$ cat src/rtl/ctrl_pkg.sv
// Shared definitions for the instruction arbiter: instruction width,
// FSM encoding and watchdog sizing.
package ctrl_pkg;

  localparam int INSTR_W = 16;
  localparam int WDOG_W  = 8;

  typedef enum logic {
    IDLE = 1'b0,
    EXEC = 1'b1
  } state_t;

  // Requester index carried with a granted instruction.
  typedef struct packed {
    logic               src;
    logic [INSTR_W-1:0] instr;
  } issue_t;

endpackage

$ cat src/rtl/rr_arbiter2.sv
// Two-way round-robin selector: a lone requester always wins, on contention
// the requester that was not granted last wins. Purely combinational.
module rr_arbiter2 (
  input  logic [1:0] valid,
  input  logic       last,
  output logic [1:0] gnt
);

  always_comb begin
    // NOTE: gnt gets a default before the case so no path leaves it unassigned
    // (an unassigned path in always_comb infers a latch).
    gnt = 2'b00;
    case (valid)
      2'b01:   gnt = 2'b01;
      2'b10:   gnt = 2'b10;
      2'b11:   gnt = last ? 2'b01 : 2'b10;
      default: gnt = 2'b00;
    endcase
  end

endmodule

$ cat src/rtl/instr_arbiter.sv
// Feeds a 4-phase control unit from two instruction requesters, round-robin,
// with back-to-back reload on completion and a sticky watchdog abort.
module instr_arbiter
  import ctrl_pkg::*;
#(
  parameter int TIMEOUT = 8,
  parameter int CNT_W   = 8
) (
  input  logic               clk,
  input  logic               rst,
  input  logic               req0_valid,
  input  logic [INSTR_W-1:0] req0_instr,
  output logic               req0_ready,
  input  logic               req1_valid,
  input  logic [INSTR_W-1:0] req1_instr,
  output logic               req1_ready,
  output logic [INSTR_W-1:0] cu_instr,
  output logic               cu_run,
  input  logic               cu_done,
  output logic               busy,
  output logic               grant_id,
  output logic               err,
  output logic [CNT_W-1:0]   done_cnt
);

  state_t            state;
  logic              last_grant;
  logic [WDOG_W-1:0] wdog;
  logic [1:0]        gnt;
  logic              accept_window;
  logic              accept;
  logic              timeout_hit;
  issue_t            issue;

  rr_arbiter2 u_rr (
    .valid ({req1_valid, req0_valid}),
    .last  (last_grant),
    .gnt   (gnt)
  );

  // A slot opens in IDLE, or in EXEC on the completing cycle. Reset closes it
  // so nothing is handed over while the block is being cleared.
  assign accept_window = rst && !err && ((state == IDLE) || cu_done);
  assign req0_ready    = accept_window && gnt[0];
  assign req1_ready    = accept_window && gnt[1];
  assign accept        = req0_ready || req1_ready;

  assign issue.src   = gnt[1];
  assign issue.instr = gnt[1] ? req1_instr : req0_instr;

  // Completion on the last allowed cycle takes priority over the abort.
  assign timeout_hit = (state == EXEC) && !cu_done &&
                       (wdog == WDOG_W'(TIMEOUT - 1));

  // NOTE: state registers use non-blocking assignments so every register
  // samples pre-edge values, independent of statement order.
  always_ff @(posedge clk) begin
    if (!rst) begin
      state      <= IDLE;
      cu_run     <= 1'b0;
      busy       <= 1'b0;
      cu_instr   <= '0;
      grant_id   <= 1'b0;
      last_grant <= 1'b1;
      err        <= 1'b0;
      done_cnt   <= '0;
      wdog       <= '0;
    end else begin
      case (state)
        IDLE: begin
          if (accept) begin
            state      <= EXEC;
            cu_run     <= 1'b1;
            busy       <= 1'b1;
            cu_instr   <= issue.instr;
            grant_id   <= issue.src;
            last_grant <= issue.src;
            wdog       <= '0;
          end
        end
        EXEC: begin
          if (cu_done) begin
            done_cnt <= done_cnt + CNT_W'(1);
            wdog     <= '0;
            if (accept) begin
              cu_instr   <= issue.instr;
              grant_id   <= issue.src;
              last_grant <= issue.src;
            end else begin
              state  <= IDLE;
              cu_run <= 1'b0;
              busy   <= 1'b0;
            end
          end else if (timeout_hit) begin
            err    <= 1'b1;
            state  <= IDLE;
            cu_run <= 1'b0;
            busy   <= 1'b0;
            wdog   <= '0;
          end else begin
            wdog <= wdog + WDOG_W'(1);
          end
        end
        default: begin
          state  <= IDLE;
          cu_run <= 1'b0;
          busy   <= 1'b0;
        end
      endcase
    end
  end

endmodule

$ cat config.mk
export PLATFORM = sky130hd
export DESIGN_NAME = instr_arbiter
export DESIGN_NICKNAME = d
export VERILOG_FILES = /design/src/rtl/ctrl_pkg.sv /design/src/rtl/rr_arbiter2.sv /design/src/rtl/instr_arbiter.sv
export SDC_FILE = /design/constraint.sdc
export NUM_CORES = 1
export LEC_CHECK = 0
export ABC_AREA = 1
export CORE_MARGIN = 8
export CORE_UTILIZATION = 45
export DETAILED_ROUTE_END_ITERATION = 8
export PLACE_DENSITY = 0.77
export SETUP_SLACK_MARGIN = 0.4
export SLEW_MARGIN = 20
export SYNTH_ARGS = -nofsm -noshare
export SYNTH_HDL_FRONTEND = slang
export SYNTH_SLANG_ARGS = --single-unit
$ cat constraint.sdc
create_clock -name clk -period 1.7 [get_ports clk]
set_clock_uncertainty 0.2 [all_clocks]
set_input_delay 0.255 -clock clk [delete_from_list [all_inputs] [get_ports clk]]
set_output_delay 0.255 -clock clk [all_outputs]
set_load 0.01 [all_outputs]
Run 1, M1 wires:
Scale bar: 20 um. Supply wires on this layer in gray.
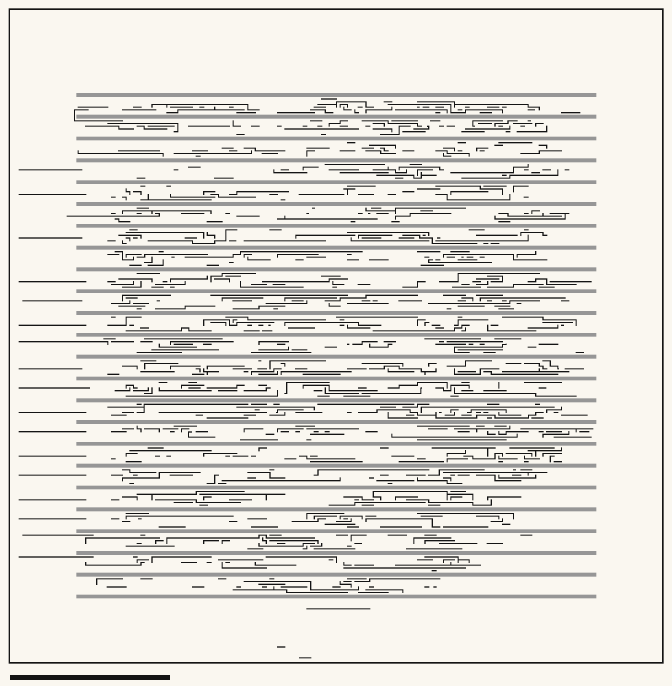
The layer carries 2660 um of wire. The layer holds 41% of the routed length. The wires run mostly horizontal.

Run 1, metal 2:
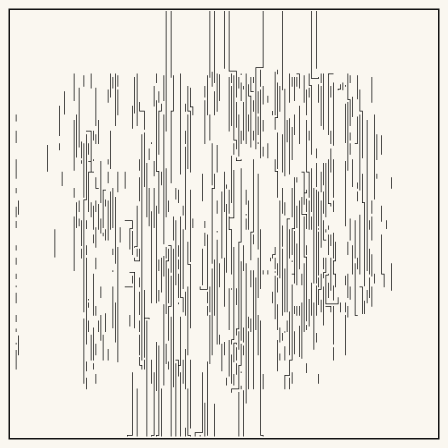
356 nets have wire on it. The layer carries 3190 um of wire. The longest straight run is 42.8 um.

Run 1, met3 routing:
Scale bar: 20 um.
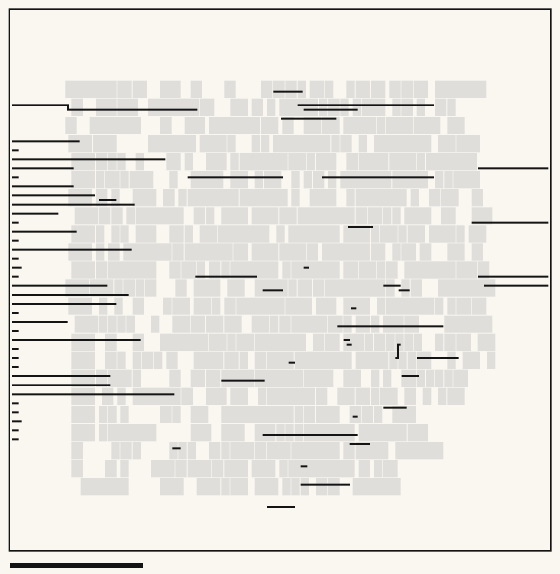
The wires run mostly horizontal. The layer carries 483 um of wire. 57 nets have wire on it. The layer holds 7.4% of the routed length.
total number of vias: 2307
fraction of met3 tracks used by global routing: 0.0740
final routed wirelength across all metal layers: 6510 um

==> results.ini, run 1 <==
[run_status]
status=complete, no violations

[pwr]
worst_supply_voltage_drop_on_vdd_mv=0.355
comb_power_mw=0.498
power_frac_seq=0.416
internal_power_consumption_mw=1.63
overall_power_mw=2.22
netSwitchingPower_mw=0.587

[worst_hold_path]
hold_removal_path_class=reg -> reg

[synthesis]
synth_flop_count=37
post_synth_instance_area_um2=1920
fa_ha_area_frac=0.0196
postSynth.asyncResetShare=0
synth.yosys.chip_area_um2=1920

[grt]
antenna_violations_before_repair=0

[job]
openroad.warnings=30
timing.max_cap.violations=0

[clock_tree]
clk_latency_ps=290
numCtsBuffers=5
clock_tree.htree_level_count=2
cts.reportedPaths.clkPinSlew_ps=70
clock_tree.buffer_depth=2
tritoncts=built
cts.sinks=37

[final_timing]
fin_ws_ps=92.0
fmax_mhz=622
post-route-period-util=0.946
final.min_clock_period_ps=1610
final_hold_viol_count=0
final-setup-viol-count=0

[final_layout]
layout_top_cell_excl_fill_tap=nand2_1
areaGrowthSynthToFinish_pct=67.2
comb-cell-share=0.366
final_area_um2=3210
layout_top_cells_excl_fill_tap=nand2_1 (85), buf_4 (33), clkdlybuf4s50_1 (32), buf_2 (29), nand3_1 (23)
layout.comb_gates.multi_input=214
mi_logic_area_um2=1170
nonClockBufferCount=112
diodes_inserted=0
nFlopsAndLatches=37
sh_seq_area=0.242
bufAreaShareNonClock=0.299

[place]
port-buffer-count=66
dp_cells=412
globalplace.congestion=0.830

[worst_setup_path]
crit_required_ps=1670
worst_path_most_repeated_cell=buf_4
critical_path_arrival_ps=1580
nature_of_the_critical_path_startpoint=register

[routing]
count_of_unresolved_drc_violations_after_routing=0

[floorplan]
die_area_um2=6610

## run 1: registers in the layout, summed over array words and instances, names as in the netlist
| register | flops |
|---|---|
| grant_id | 1 |
| cu_instr | 16 |
| err | 1 |
| last_grant | 1 |
| state | 1 |
| wdog | 8 |
| done_cnt | 8 |
| busy | 1 |
## run 1: path summary, 6_finish.rpt
path	cells past startpoint	from	slack, ps	endpoint
max	9	err	90	wdog[5]
min	2	cu_instr[7]	260	cu_instr[7]
max reg2reg	9	err	90	wdog[5]
min reg2reg	2	cu_instr[7]	260	cu_instr[7]
## run 1: worst min-delay path, cell delays in order, from the launching register on
cell and delay, ps:
dfxtp_2 320, nand2_2 60, a21oi_2 40
==> inputs of run 2 (changes only) <==
Clock period 1.7 ns to 1.8 ns, I/O delays scaled along.
Run 2, the clock network:
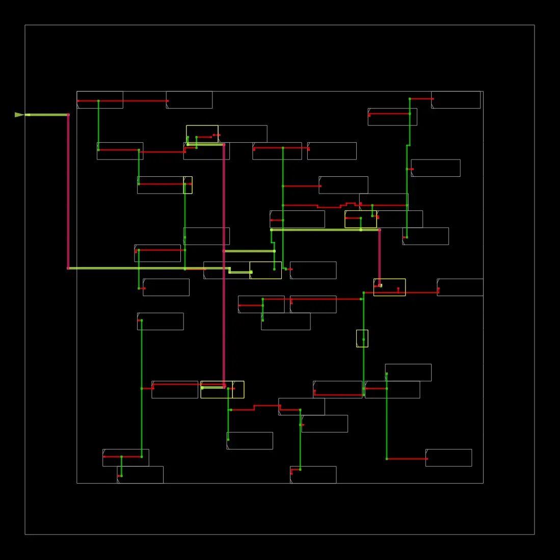
total of clock buffers placed in the layout: 6
Clock Power: 0.565 mW
number of sinks driven by the clock tree: 37
number of buffers created by CTS: 5

Run 2, M1 wires:
Scale bar: 20 um. Supply wires on this layer in gray.
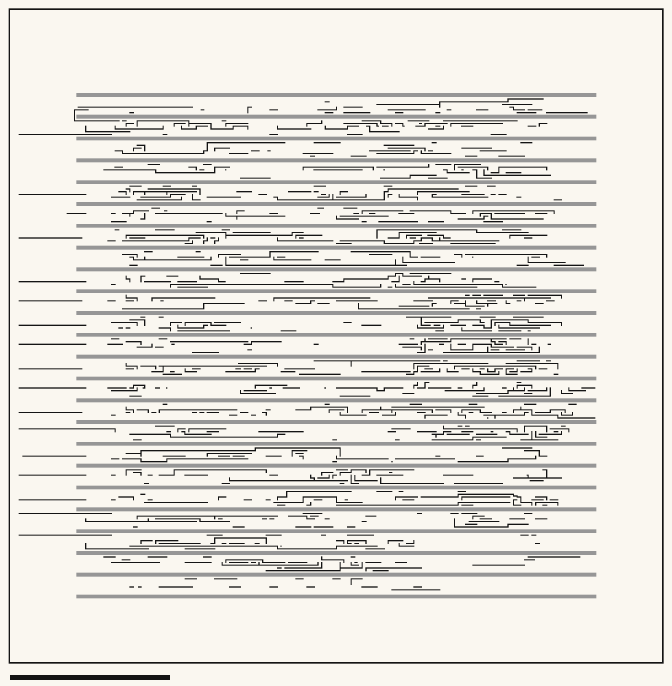
375 nets have wire on it. The longest straight run is 22.5 um. The layer carries 2330 um of wire. The layer holds 42% of the routed length.
total number of vias: 2118
met1 usage in global routing: 0.179

==> results.ini, run 2 <==
[place]
dp_cells=413  ; +0.24%
port-buffer-count=66  ; unchanged
globalplace.congestion=0.808  ; -2.6%

[clock_tree]
clock_tree.buffer_depth=2  ; unchanged
cts_root_buffer=clkbuf_8
cts.reportedPaths.clkPinSlew_ps=70  ; about the same
clock_tree.htree_level_count=2  ; unchanged
clk_latency_ps=290  ; about the same
tritoncts=built

[worst_setup_path]
levels_on_crit_path=4  ; -5
r2r_setup_slack_ps=270  ; +180 ps
crit_required_ps=1330  ; -340 ps
crit_path_cell_trace=nor2_4 -> nand2_4 -> a211oi_2 -> buf_2
nature_of_the_critical_path_startpoint=register
worst_setup_path_startpoint=err
regToRegEndpoint=cu_instr[9]
critical_path.reg2reg.startpoint=err

[final_layout]
layout_top_cells_excl_fill_tap=nand2_1 (99), clkdlybuf4s50_1 (32), a21oi_1 (28), nand3_1 (27), dfxtp_1 (25)
largestRegisters=cu_instr: 16 flops, done_cnt: 8 flops, wdog: 8 flops
areaGrowthSynthToFinish_pct=54.5
final_area_um2=2970  ; -7.6%
registers.top_by_ff_count=cu_instr
largest_register_ff_count=16  ; unchanged

[final_timing]
fmax_mhz=613
fin_ws_ps=168  ; +75.5 ps
post-route-period-util=0.907
final_hold_viol_count=0  ; unchanged
final-setup-viol-count=0  ; unchanged
fin_hold_ws_ps=263

[run_status]
status=complete, no violations

[synthesis]
synth_flop_count=37  ; unchanged
synth.yosys.chip_area_um2=1920  ; unchanged
edf_count=0
post_synth_instance_area_um2=1920  ; unchanged
postSynth.asyncResetShare=0  ; unchanged
synth.lib_cells_used.distinct=26

[job]
timing.max_cap.violations=0  ; unchanged
openroad.warnings=29  ; -3.3%

[worst_hold_path]
hold_path_depth=2  ; unchanged
min_to=cu_instr[11]
holdCritStartpoint=cu_instr[11]
hold_removal_path_class=reg -> reg

[grt]
fraction_of_met3_tracks_used_by_global_routing=0.0828  ; +0.00883
antenna_violations_before_repair=0  ; unchanged

[pwr]
worst_supply_voltage_drop_on_vdd_mv=0.368  ; +3.6%

[routing]
wirelength_um=5570  ; -14%

[floorplan]
die_area_um2=6610  ; unchanged

run 2: cell counts after synthesis:
No cell type changed its count.
run 2: cells by family (layout without fill, tap and decap cells):
family,Yosys count,in the layout,share of synthesized area
buf+inv,37,127,0.0958
compound gates,38,38,0.111
flops,37,37,0.386
simple gates,173,173,0.387
fa+ha+maj,3,3,0.0196
run 2: power by group:
part | internal, mW | switching [mW] | total [mW]
logic | 0.210 | 0.192 | 0.403
registers | 0.849 | 0.0196 | 0.869
clock network | 0.268 | 0.297 | 0.565
total | 1.33 | 0.509 | 1.84
run 2: layout make-up:
type	count	area [um^2]	area share
Multi-Input combinational cell	214	1060	0.358
Timing Repair Buffer	95	893	0.301
Sequential cell	37	761	0.257
Inverter	24	105	0.0354
Clock buffer	6	72.6	0.0245
Tap cell	50	62.6	0.0211
Clock inverter	2	10.0	0.00338
Power is estimated from default activity; no workload was simulated.
